Fig. 1: run 1, cell placement
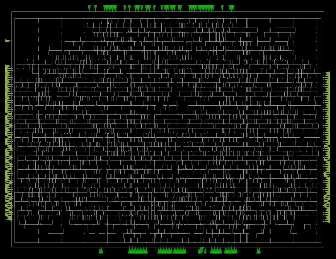
Fig. 2: run 1, nets reached from selected ports
Scale bar: 50 µm.
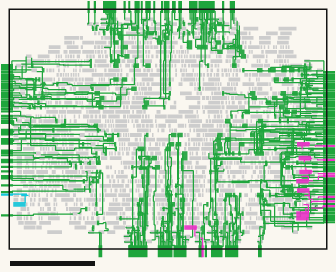
Fig. 3: run 1, power grid
Scale bar: 50 µm. Pins as bars on the die edge. Tap cells in gray.
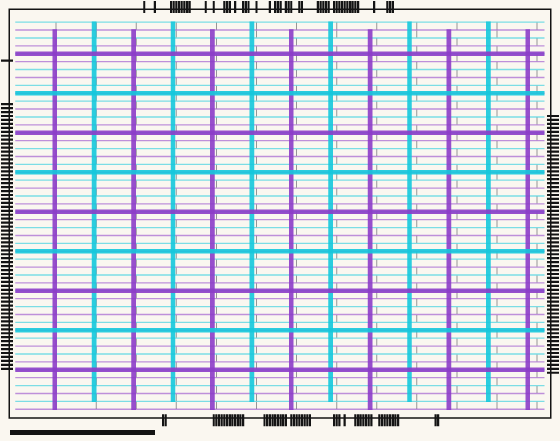
Fig. 4: run 1, where the registers sit
Scale bar: 50 µm.
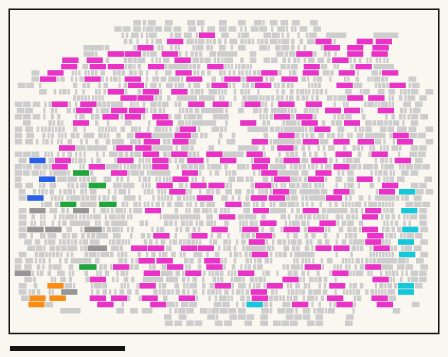
<file path="config.mk">
export PLATFORM = sky130hd
export DESIGN_NAME = ipu_kernel_loader
export DESIGN_NICKNAME = d
export VERILOG_FILES = /design/src/rtl/ipu_kernel_loader.sv
export SDC_FILE = /design/constraint.sdc
export NUM_CORES = 1
export LEC_CHECK = 0
export ABC_AREA = 1
export CAP_MARGIN = 10
export CORE_ASPECT_RATIO = 0.75
export CORE_MARGIN = 1.5
export CORE_UTILIZATION = 46
export DETAILED_ROUTE_END_ITERATION = 7
export GPL_TIMING_DRIVEN = 0
export PLACE_DENSITY = 0.78
export SLEW_MARGIN = 25
export SYNTH_ARGS = -nofsm -noshare
export SYNTH_HDL_FRONTEND = slang
export SYNTH_SLANG_ARGS = --single-unit
</file>
<file path="constraint.sdc">
create_clock -name clk -period 1.85 [get_ports clk]
set_input_delay 0.185 -clock clk [delete_from_list [all_inputs] [get_ports clk]]
set_output_delay 0.185 -clock clk [all_outputs]
set_load 0.03 [all_outputs]
</file>
<file path="src/rtl/ipu_kernel_loader.sv">
`default_nettype none
// ============================================================================
//  Module   : ipu_kernel_loader
//  Purpose  : Takes one decoded filter descriptor (size, opcode, packed
//             kernel) and issues it to the convolution coprocessor. The
//             coefficients are written one element per handshake into the
//             coefficient memory, and then the operation command is issued.
//  Revision : 1.0 - initial release
// ============================================================================
module ipu_kernel_loader #(
    parameter int ELEM_W    = 8,
    parameter int MAX_ELEMS = 25
) (
    input  logic                          clk,
    input  logic                          reset,
    input  logic                          start,
    input  logic [1:0]                    size,
    input  logic [3:0]                    opcode,
    input  logic [ELEM_W*MAX_ELEMS-1:0]   kernel,
    output logic                          wr_en,
    output logic [$clog2(MAX_ELEMS)-1:0]  wr_addr,
    output logic [ELEM_W-1:0]             wr_data,
    input  logic                          wr_ready,
    output logic                          cmd_valid,
    output logic [3:0]                    cmd_opcode,
    output logic [1:0]                    cmd_size,
    input  logic                          cmd_ready,
    output logic                          busy,
    output logic                          done,
    output logic                          err
);

    localparam int KW = ELEM_W * MAX_ELEMS;
    localparam int AW = $clog2(MAX_ELEMS);

    // The short (3x5) kernel occupies only the low bytes of the packed word.
    localparam int              c_SHORT_ELEMS = 15;
    localparam int              c_PAD_BITS    = (MAX_ELEMS - c_SHORT_ELEMS) * ELEM_W;
    localparam logic [AW-1:0]   c_LAST_SHORT  = AW'(c_SHORT_ELEMS - 1);
    localparam logic [AW-1:0]   c_LAST_LONG   = AW'(MAX_ELEMS - 1);

    localparam logic [3:0]      c_OP_CONV      = 4'b0101;
    localparam logic [3:0]      c_OP_CONV_TRSP = 4'b0110;
    localparam logic [3:0]      c_OP_CONV_ROB  = 4'b0111;
    localparam logic [3:0]      c_OP_B2G       = 4'b1000;

    localparam logic [1:0]      c_IDLE = 2'd0;
    localparam logic [1:0]      c_LOAD = 2'd1;
    localparam logic [1:0]      c_CMD  = 2'd2;
    localparam logic [1:0]      c_FIN  = 2'd3;

    logic [1:0]         r_state;
    logic [KW-1:0]      r_shift;
    logic [AW-1:0]      r_last;
    logic [AW-1:0]      r_addr;
    logic [ELEM_W-1:0]  r_data;
    logic               r_wr_en;
    logic               r_cmd_valid;
    logic [3:0]         r_opcode;
    logic [1:0]         r_size;
    logic               r_busy;
    logic               r_done;
    logic               r_err;

    logic               w_op_valid;
    logic [KW-1:0]      w_norm;
    logic [AW-1:0]      w_last;

    // Decode the incoming descriptor; a short kernel is left-aligned so
    // element 0 always sits in the top byte of the shift register.
    always_comb begin
        w_op_valid = (opcode == c_OP_CONV) || (opcode == c_OP_CONV_TRSP) ||
                     (opcode == c_OP_CONV_ROB) || (opcode == c_OP_B2G);
        w_norm     = size[1] ? kernel : (kernel << c_PAD_BITS);
        w_last     = size[1] ? c_LAST_LONG : c_LAST_SHORT;
    end

    // Control FSM: latch descriptor, stream coefficients, issue command, pulse done.
    always_ff @(posedge clk) begin
        if (reset) begin
            r_state     <= c_IDLE;
            r_shift     <= '0;
            r_last      <= '0;
            r_addr      <= '0;
            r_data      <= '0;
            r_wr_en     <= 1'b0;
            r_cmd_valid <= 1'b0;
            r_opcode    <= '0;
            r_size      <= '0;
            r_busy      <= 1'b0;
            r_done      <= 1'b0;
            r_err       <= 1'b0;
        end else begin
            case (r_state)
                c_IDLE: begin
                    if (start) begin
                        r_opcode <= opcode;
                        r_size   <= size;
                        r_last   <= w_last;
                        r_addr   <= '0;
                        r_data   <= w_norm[KW-1 -: ELEM_W];
                        r_shift  <= w_norm << ELEM_W;
                        if (!w_op_valid) begin
                            r_done  <= 1'b1;
                            r_err   <= 1'b1;
                            r_state <= c_FIN;
                        end else if (opcode == c_OP_B2G) begin
                            r_cmd_valid <= 1'b1;
                            r_busy      <= 1'b1;
                            r_state     <= c_CMD;
                        end else begin
                            r_wr_en <= 1'b1;
                            r_busy  <= 1'b1;
                            r_state <= c_LOAD;
                        end
                    end
                end
                c_LOAD: begin
                    // Address and data only move on an accepted write.
                    if (r_wr_en && wr_ready) begin
                        if (r_addr == r_last) begin
                            r_wr_en     <= 1'b0;
                            r_cmd_valid <= 1'b1;
                            r_state     <= c_CMD;
                        end else begin
                            r_addr  <= r_addr + 1'b1;
                            r_data  <= r_shift[KW-1 -: ELEM_W];
                            r_shift <= r_shift << ELEM_W;
                        end
                    end
                end
                c_CMD: begin
                    if (cmd_ready) begin
                        r_cmd_valid <= 1'b0;
                        r_busy      <= 1'b0;
                        r_done      <= 1'b1;
                        r_state     <= c_FIN;
                    end
                end
                c_FIN: begin
                    r_done  <= 1'b0;
                    r_err   <= 1'b0;
                    r_state <= c_IDLE;
                end
                default: begin
                    r_state <= c_IDLE;
                end
            endcase
        end
    end

    assign wr_en      = r_wr_en;
    assign wr_addr    = r_addr;
    assign wr_data    = r_data;
    assign cmd_valid  = r_cmd_valid;
    assign cmd_opcode = r_opcode;
    assign cmd_size   = r_size;
    assign busy       = r_busy;
    assign done       = r_done;
    assign err        = r_err;

endmodule
`default_nettype wire

</file>
==> flow_summary.yaml, run 1 <==
# physical design summary
route:
  wl_met2_mm: 18.0
  wl_met1_mm: 18.3
  drt_pre_antenna_iters: 6
  vias: 13041
  drc: 0
  drtIter0Drc: 1282
  met3_length_mm: 5.17
  post_drt_wl_per_cell_um: 18.3
place:
  gp_congestion: 0.938
  place_hpwl_mm: 31.3
  post-place-ws_ps: -630
  dpl.cell_count: 2267
clocking:
  numClockSinks: 220
  path_clk_slew_ps: 70
  ctsLongestPathBuffers: 3
  cts_buffers: 22
  cts_hold_buf: 0
  cts_tree: "built"
  cts_setup_buffers: 4
  cts_resized: 131
  cts_root_buffer: "clkbuf_16"
power_and_ir_drop:
  p_sw_w: 0.0137
  clkPwrFrac: 0.156
  comb_cell_power_w: 0.0174
  top_power_group: "combinational cells"
  total_power_w: 0.0308
  seq_cell_power_w: 0.00861
  p_comb_frac: 0.564
floorplanning:
  initCoreUtil: 0.475
  taps: 331
  die_y_um: 140
outcome:
  outcome: "finished, violations left"
  violations: "negative setup slack"
synth:
  async_flop_share: 0
  yosys.area.top_type: "dfxtp_1"
  synth_top_area_share: 0.382
  synthAdderAreaFrac: 0.00542
  ys_cells: 1703
  synth-xor-area-share: 0.00303
  ys_sh_aoi: 0.195
  synth-edff-count: 0
  synthSimpleGateAreaFrac: 0.340
  ys_warn_count: 0
  synth_cell_type_count: 33
critical_path:
  cp.arrival_ps: 2270
  critical-path-top-delay-family: "simple AND/OR/NAND/NOR gates"
  slowest_stage: "dfxtp_2"
  cp_num_buf_inv: 5
  r2r_slack_ps: -20
  crit_end: "r_shift[121]$_SDFFE_PP0P_"
  crit_start: "r_state[1]$_SDFFE_PP0P_"
  worstPathRequired_ps: 2250
timing:
  final_hold_viol_count: 0
  worst_slew_pin_slew_ps: 914
  layout_setup_ws_ps: -17.8
  rsz0062_at_grt: "yes"
  layout_min_cycle_time_ps: 1870
  max_freq_mhz: 535
  finClkSkew_ps: 11.2
  slew-limit-headroom: 0.391
  setup_viol: 1
  whs_ps: 100
worst_hold_path:
  min_from: "reset"
grt:
  grt_first_pass_wirelength_mm: 62.5
  track_usage: 0.308
  grt_busiest_layer: "met2"
  met2_usage: 0.457
  met3_usage: 0.0715
  antenna_found_initial: 3
  grt-ovfl-total: 0
final_layout:
  top_register: "r_shift"
  area_growth_pct: 35.6
  nets: 2189
  nMultiInputCombCells: 1323
  flops: 220
  seq_area_frac: 0.282
  num-nonclk-buffers: 384
  num-clock-buffers: 36
  num_antenna_cells: 0
  largest_reg_flops: 192
  finalNonFillerCells: 2320
  sh_comb_area: 0.411
flow_run:
  max-cap-violations: 0
-- Fig. 1 (at the start) --
post-route core utilization: 0.645
FP Rows: 49

-- Fig. 2 (at the start) --
- cyan: done (direction output; edge left; end cells 1; buffers 1; wire 18.2 µm)
- green: kernel (direction input; edge 59 right, 51 bottom, 47 top, 43 left; end cells 320; buffers 200; wire 8200 µm)
- magenta: wr_data (direction output; edge 7 right, 1 bottom; end cells 8; buffers 8; wire 113 µm)

-- Fig. 3 (at the start) --
- purple: VSS
- cyan: VDD
- signal pins: 235
- met5 straps: 9
- met1 rails: 50

-- Fig. 4 (at the start) --
- magenta: r_shift (placed flops 192; where widely spread)
- cyan: wr_data (placed flops 8; where lower right)
- blue: r_last (placed flops 3)
- green: wr_addr (placed flops 5; where middle left)
- orange: cmd_opcode (placed flops 4; where lower left)
- not colored: 8

==> run 2: changes to the inputs <==
--- a/config.mk
+++ b/config.mk
@@ -9,10 +9,10 @@
 export CAP_MARGIN = 10
 export CORE_ASPECT_RATIO = 0.75
 export CORE_MARGIN = 1.5
-export CORE_UTILIZATION = 46
+export CORE_UTILIZATION = 47
 export DETAILED_ROUTE_END_ITERATION = 7
 export GPL_TIMING_DRIVEN = 0
-export PLACE_DENSITY = 0.78
+export PLACE_DENSITY = 0.79
 export SLEW_MARGIN = 25
 export SYNTH_ARGS = -nofsm -noshare
 export SYNTH_HDL_FRONTEND = slang
==> constraint.sdc (replaced) <==
create_clock -name clk -period 1.85 [get_ports clk]
set_input_delay 0.185 -clock clk [delete_from_list [all_inputs] [get_ports clk]]
set_output_delay 0.185 -clock clk [all_outputs]
set_load 0.05 [all_outputs]
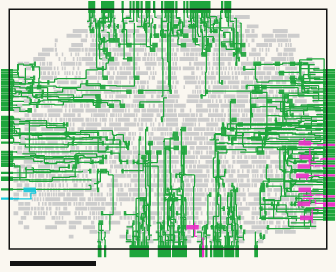
Fig. 5. Nets reached from selected ports (run 2).
Scale bar: 50 µm.
- cyan: done (direction output; edge left; end cells 1; buffers 1; wire 22.3 µm)
- magenta: wr_data (direction output; edge 7 right, 1 bottom; end cells 8; buffers 8; wire 123 µm)
- green: kernel (direction input; edge 58 right, 52 bottom, 50 top, 40 left; end cells 320; buffers 200; wire 8230 µm)

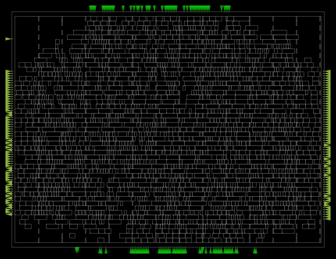
Fig. 6. Cell placement (run 2).
# Taps: 331
sequential cell area share: 0.261

==> run 2 against run 1 <==
Compared with the run above:
- clock skew up 5.9 ps
- the run still ends with negative setup slack left
- non-clock buffer count rose by 20
- die size is 2.1% lower
- largest cell class unchanged
==> flow_summary.yaml, run 2 <==
# physical design summary
place:
  post-place-ws_ps: -609
  gp_congestion: 0.938
  place_hpwl_mm: 30.6
  dpl.cell_count: 2267
clocking:
  cts_buffers: 23
  cts_resized: 220
  numClockSinks: 220
  cts_tree: "built"
  cts_hold_buf: 0
  ctsLongestPathBuffers: 3
  path_clk_slew_ps: 60
power_and_ir_drop:
  comb_cell_power_w: 0.0222
  p_sw_w: 0.0159
  p_comb_frac: 0.623
  seq_cell_power_w: 0.00876
  total_power_w: 0.0356
route:
  vias: 13345
  drtIter0Drc: 1541
  met3_length_mm: 5.24
  wl_met1_mm: 18.6
  post_drt_wl_per_cell_um: 18.9
  wl_met2_mm: 19.0
  drt_pre_antenna_iters: 5
timing:
  max_freq_mhz: 536
  whs_ps: 94.4
  finClkSkew_ps: 17.0
  layout_setup_ws_ps: -14.3
  worst_slew_pin_slew_ps: 878
  final_hold_viol_count: 0
  slew-limit-headroom: 0.415
  layout_min_cycle_time_ps: 1860
  setup_viol: 7
synth:
  synth-edff-count: 0
  synthAdderAreaFrac: 0.00542
  synthSimpleGateAreaFrac: 0.340
  ys_cells: 1703
  ys_sh_aoi: 0.195
  async_flop_share: 0
  synth_top_area_share: 0.382
  ys_warn_count: 0
critical_path:
  critical-path-top-delay-family: "buffers and inverters"
  crit_end: "wr_addr[4]$_SDFFE_PP0P_"
  cp_num_buf_inv: 6
  cp.arrival_ps: 2310
  crit_start: "r_state[0]$_SDFFE_PP0P_"
grt:
  grt_first_pass_wirelength_mm: 62.6
  grt_busiest_layer: "met2"
  grt-ovfl-total: 0
  antenna_found_initial: 0
  met3_usage: 0.0544
  met2_usage: 0.474
flow_run:
  max-cap-violations: 0
final_layout:
  finalNonFillerCells: 2343
  area_growth_pct: 46.4
  nMultiInputCombCells: 1323
  flops: 220
  top_register: "r_shift"
  sh_comb_area: 0.419
  largest_reg_flops: 192
  final_core_utilization: 0.703
  num_antenna_cells: 3
outcome:
  outcome: "finished, violations left"
  violations: "negative setup slack"
floorplanning:
  die_y_um: 139
  num_rows: 49
worst_hold_path:
  min_from: "reset"
